===== src/rtl/peak_finder.sv =====
// Pulse analyser: finds threshold-crossing pulses in a sample stream and measures peak, peak time, width and pile-up.
// Latency: a record is visible on out_valid one cycle after the sample that completes the hold-off.
// Backpressure: records queue in a FIFO_DEPTH-entry FIFO; a push into a full FIFO with no pop is dropped and counted.
//
// Ports:
//   clk, reset               clock; synchronous active-high reset
//   input_data, threshold    one unsigned sample per cycle, compared strictly against threshold
//   out_amp/out_time/out_width/out_pileup  head record fields, meaningful while out_valid=1
//   out_valid, out_ready     valid/ready handshake; a pop happens when both are high
//   overflow, drop_count     sticky drop flag and saturating count of dropped records
module peak_finder #(
    parameter int DATA_W     = 16,
    parameter int TS_W       = 16,
    parameter int WID_W      = 8,
    parameter int HOLDOFF    = 2,
    parameter int FIFO_DEPTH = 4
) (
    input  logic              clk,
    input  logic              reset,
    input  logic [DATA_W-1:0] input_data,
    input  logic [DATA_W-1:0] threshold,
    output logic [DATA_W-1:0] out_amp,
    output logic [TS_W-1:0]   out_time,
    output logic [WID_W-1:0]  out_width,
    output logic              out_pileup,
    output logic              out_valid,
    input  logic              out_ready,
    output logic              overflow,
    output logic [7:0]        drop_count
);

    // FIFO_DEPTH must be a power of two (>=2) so the pointers wrap naturally.
    localparam int CNT_W  = $clog2(HOLDOFF + 1);
    localparam int PTR_W  = $clog2(FIFO_DEPTH);
    localparam int FCNT_W = $clog2(FIFO_DEPTH + 1);
    localparam logic [FCNT_W-1:0] FULL_CNT   = FCNT_W'(FIFO_DEPTH);
    localparam logic [CNT_W-1:0]  LAST_BELOW = CNT_W'(HOLDOFF - 1);
    localparam logic [WID_W-1:0]  WIDTH_ONE  = WID_W'(1);

    typedef struct packed {
        logic [DATA_W-1:0] amp;
        logic [TS_W-1:0]   ts;
        logic [WID_W-1:0]  width;
        logic              pileup;
    } rec_t;

    typedef enum logic [1:0] {
        S_IDLE = 2'd0,
        S_RISE = 2'd1,
        S_FALL = 2'd2
    } state_t;

    // ------------------------------------------------------------------
    // Pulse measurement
    // ------------------------------------------------------------------
    state_t             r_state;
    logic [TS_W-1:0]    r_ts;
    logic [DATA_W-1:0]  r_max;
    logic [TS_W-1:0]    r_max_ts;
    logic [WID_W-1:0]   r_width;
    logic               r_pileup;
    logic [CNT_W-1:0]   r_below_cnt;

    state_t             w_state_nxt;
    logic [DATA_W-1:0]  w_max_nxt;
    logic [TS_W-1:0]    w_max_ts_nxt;
    logic [WID_W-1:0]   w_width_nxt;
    logic               w_pileup_nxt;
    logic [CNT_W-1:0]   w_below_nxt;
    logic               w_push;

    logic               w_above;
    logic               w_higher;
    logic               w_lower;
    logic [WID_W-1:0]   w_width_inc;
    rec_t               w_rec;

    assign w_above  = input_data > threshold;
    assign w_higher = input_data > r_max;
    assign w_lower  = input_data < r_max;
    // Width saturates at all-ones rather than wrapping on very long pulses.
    assign w_width_inc = (r_width == '1) ? r_width : r_width + WIDTH_ONE;

    // The record is complete before the pushing sample arrives (that sample is
    // below threshold and cannot alter max, time or width).
    assign w_rec = '{amp: r_max, ts: r_max_ts, width: r_width, pileup: r_pileup};

    always_ff @(posedge clk) begin
        if (reset) begin
            r_state     <= S_IDLE;
            r_ts        <= '0;
            r_max       <= '0;
            r_max_ts    <= '0;
            r_width     <= '0;
            r_pileup    <= 1'b0;
            r_below_cnt <= '0;
        end else begin
            r_state     <= w_state_nxt;
            r_ts        <= r_ts + 1'b1;
            r_max       <= w_max_nxt;
            r_max_ts    <= w_max_ts_nxt;
            r_width     <= w_width_nxt;
            r_pileup    <= w_pileup_nxt;
            r_below_cnt <= w_below_nxt;
        end
    end

    always_comb begin
        w_state_nxt  = r_state;
        w_max_nxt    = r_max;
        w_max_ts_nxt = r_max_ts;
        w_width_nxt  = r_width;
        w_pileup_nxt = r_pileup;
        w_below_nxt  = r_below_cnt;
        w_push       = 1'b0;

        case (r_state)
            S_IDLE: begin
                if (w_above) begin
                    w_state_nxt  = S_RISE;
                    w_max_nxt    = input_data;
                    w_max_ts_nxt = r_ts;
                    w_width_nxt  = WIDTH_ONE;
                    w_pileup_nxt = 1'b0;
                    w_below_nxt  = '0;
                end
            end

            S_RISE: begin
                if (w_above) begin
                    w_width_nxt = w_width_inc;
                end
                // Equal samples keep the earliest peak and stay in RISE.
                if (w_higher) begin
                    w_max_nxt    = input_data;
                    w_max_ts_nxt = r_ts;
                end else if (w_lower) begin
                    w_state_nxt = S_FALL;
                    w_below_nxt = '0;
                end
            end

            S_FALL: begin
                if (w_above) begin
                    w_below_nxt = '0;
                    w_width_nxt = w_width_inc;
                    if (w_higher) begin
                        w_max_nxt    = input_data;
                        w_max_ts_nxt = r_ts;
                        w_pileup_nxt = 1'b1;
                    end
                end else if (r_below_cnt == LAST_BELOW) begin
                    w_push      = 1'b1;
                    w_state_nxt = S_IDLE;
                    w_below_nxt = '0;
                end else begin
                    w_below_nxt = r_below_cnt + 1'b1;
                end
            end

            default: begin
                w_state_nxt = S_IDLE;
            end
        endcase
    end

    // ------------------------------------------------------------------
    // Record FIFO with a registered show-ahead head
    // ------------------------------------------------------------------
    rec_t              r_mem [FIFO_DEPTH];
    logic [PTR_W-1:0]  r_wptr;
    logic [PTR_W-1:0]  r_rptr;
    logic [FCNT_W-1:0] r_count;
    logic              r_valid;
    rec_t              r_head;
    logic              r_overflow;
    logic [7:0]        r_drop_count;

    logic              w_pop;
    logic              w_full;
    logic              w_accept;
    logic              w_drop;
    logic [PTR_W-1:0]  w_rptr_nxt;
    logic [FCNT_W-1:0] w_after_pop;
    logic [FCNT_W-1:0] w_count_nxt;
    rec_t              w_head_nxt;

    assign w_pop       = r_valid & out_ready;
    assign w_full      = (r_count == FULL_CNT);
    // A pop in the same cycle frees the slot, so a full FIFO still accepts.
    assign w_accept    = w_push & (~w_full | w_pop);
    assign w_drop      = w_push & w_full & ~w_pop;
    assign w_rptr_nxt  = r_rptr + PTR_W'(w_pop);
    assign w_after_pop = r_count - FCNT_W'(w_pop);
    assign w_count_nxt = w_after_pop + FCNT_W'(w_accept);
    // If nothing older remains after the pop, the incoming record becomes the
    // head directly; otherwise the head is the next stored entry.
    assign w_head_nxt  = (w_after_pop == '0) ? w_rec : r_mem[w_rptr_nxt];

    always_ff @(posedge clk) begin
        if (!reset && w_accept) begin
            r_mem[r_wptr] <= w_rec;
        end
    end

    always_ff @(posedge clk) begin
        if (reset) begin
            r_wptr       <= '0;
            r_rptr       <= '0;
            r_count      <= '0;
            r_valid      <= 1'b0;
            r_head       <= '0;
            r_overflow   <= 1'b0;
            r_drop_count <= '0;
        end else begin
            if (w_accept) begin
                r_wptr <= r_wptr + 1'b1;
            end
            r_rptr  <= w_rptr_nxt;
            r_count <= w_count_nxt;
            r_valid <= (w_count_nxt != '0);
            if (w_count_nxt != '0) begin
                r_head <= w_head_nxt;
            end
            if (w_drop) begin
                r_overflow <= 1'b1;
                if (r_drop_count != 8'hFF) begin
                    r_drop_count <= r_drop_count + 1'b1;
                end
            end
        end
    end

    assign out_amp    = r_head.amp;
    assign out_time   = r_head.ts;
    assign out_width  = r_head.width;
    assign out_pileup = r_head.pileup;
    assign out_valid  = r_valid;
    assign overflow   = r_overflow;
    assign drop_count = r_drop_count;

endmodule


===== config.mk =====
export PLATFORM = sky130hd
export DESIGN_NAME = peak_finder
export DESIGN_NICKNAME = d
export VERILOG_FILES = /design/src/rtl/peak_finder.sv
export SDC_FILE = /design/constraint.sdc
export NUM_CORES = 1
export LEC_CHECK = 0
export CELL_PAD_IN_SITES_DETAIL_PLACEMENT = 1
export CELL_PAD_IN_SITES_GLOBAL_PLACEMENT = 1
export CORE_ASPECT_RATIO = 0.9
export CORE_UTILIZATION = 50
export CTS_CLUSTER_SIZE = 16
export DETAILED_ROUTE_END_ITERATION = 8
export GPL_TIMING_DRIVEN = 0
export PLACE_DENSITY_LB_ADDON = 0.1
export SLEW_MARGIN = 20
export SYNTH_ARGS = -nofsm -noshare
export SYNTH_HDL_FRONTEND = slang
export SYNTH_SLANG_ARGS = --single-unit

===== constraint.sdc =====
create_clock -name clk -period 5.91 [get_ports clk]
set_input_delay 1.4775 -clock clk [delete_from_list [all_inputs] [get_ports clk]]
set_output_delay 1.4775 -clock clk [all_outputs]
set_load 0.02 [all_outputs]

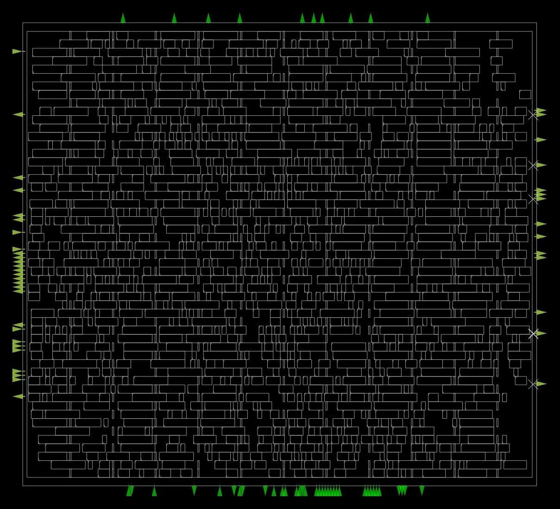
**Above:** cell placement.
Tapcell Cnt: 302
Core Util, Final: 60.8%

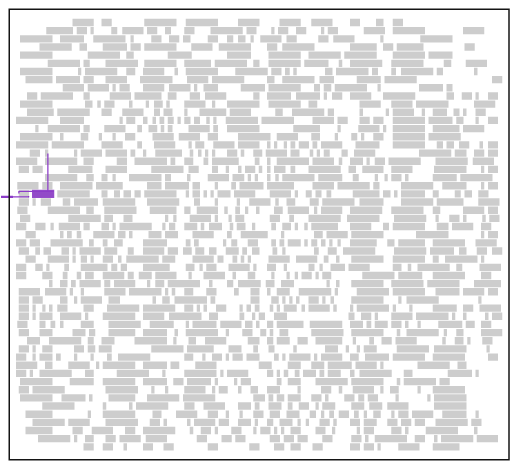
**Above:** I/O nets highlighted.
(3 px per um)
Purple shows `out_pileup`, bits 1, direction output, edge left, end cells 1, buffers 1, wire 30.7 um.
Boundary Pins: 86
Port Buffer Count: 85

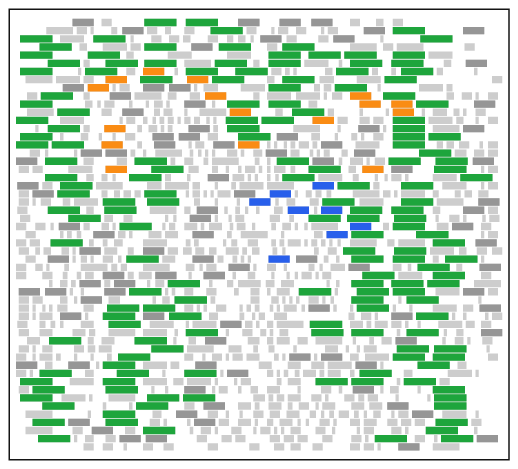
**Above:** where the registers sit.
(3 px per um) Other sequential cells in the stronger grey, the rest of the logic in the fainter grey.
Green shows `r_mem`, placed flops 164, where widely spread. Blue shows `r_width`, placed flops 8, where middle. Orange shows `r_max_ts`, placed flops 16.
Another 95 sequential cells are not coloured.
sequential fraction of total cell area: 51.0%
Storage cell area: 0.00731 mm^2
power dissipated in sequential cells: 2410 uW

==> flow_metrics.py <==
# Physical implementation metrics
metrics = {
    "pwr": {
        "combinationalPowerShare_pct": 35.0,
        "power.internal_uw": 4260,
    },
    "outcome": {
        "result_of_the_run": "finished with violations",
        "failed_checks": "design-rule violations",
    },
    "global_routing": {
        "grt_most_used_layer": "met2",
        "grt_overflow_total": 0,
        "number_of_global_route_vias_before_repair": 8404,
    },
    "synthesis": {
        "yosysSeqAreaShare_pct": 60.3,
        "yosys.area_share.simple_pct": 9.96,
        "synthXorXnorAreaFrac_pct": 1.66,
        "floorplan.nets": 1003,
        "synth-seq-cells": 283,
    },
    "setup_path": {
        "critical-path-top-delay-family": "simple AND/OR/NAND/NOR gates",
    },
    "final_timing": {
        "final_period_minus_worst_setup_slack_ns": 5.06,
        "report.final.setup_viol": 0,
    },
    "finish": {
        "final_cells": 1361,
    },
    "detailed_routing": {
        "route.final.wire_length_mm": 31.2,
        "drc": 6,
        "drtAntennaViolNets": 0,
    },
    "hold_path": {
        "hold_path_end": "out_time[1]$_SDFFE_PP0P_",
    },
}
Power figures rest on the tool's default switching activity, not on a simulated workload.
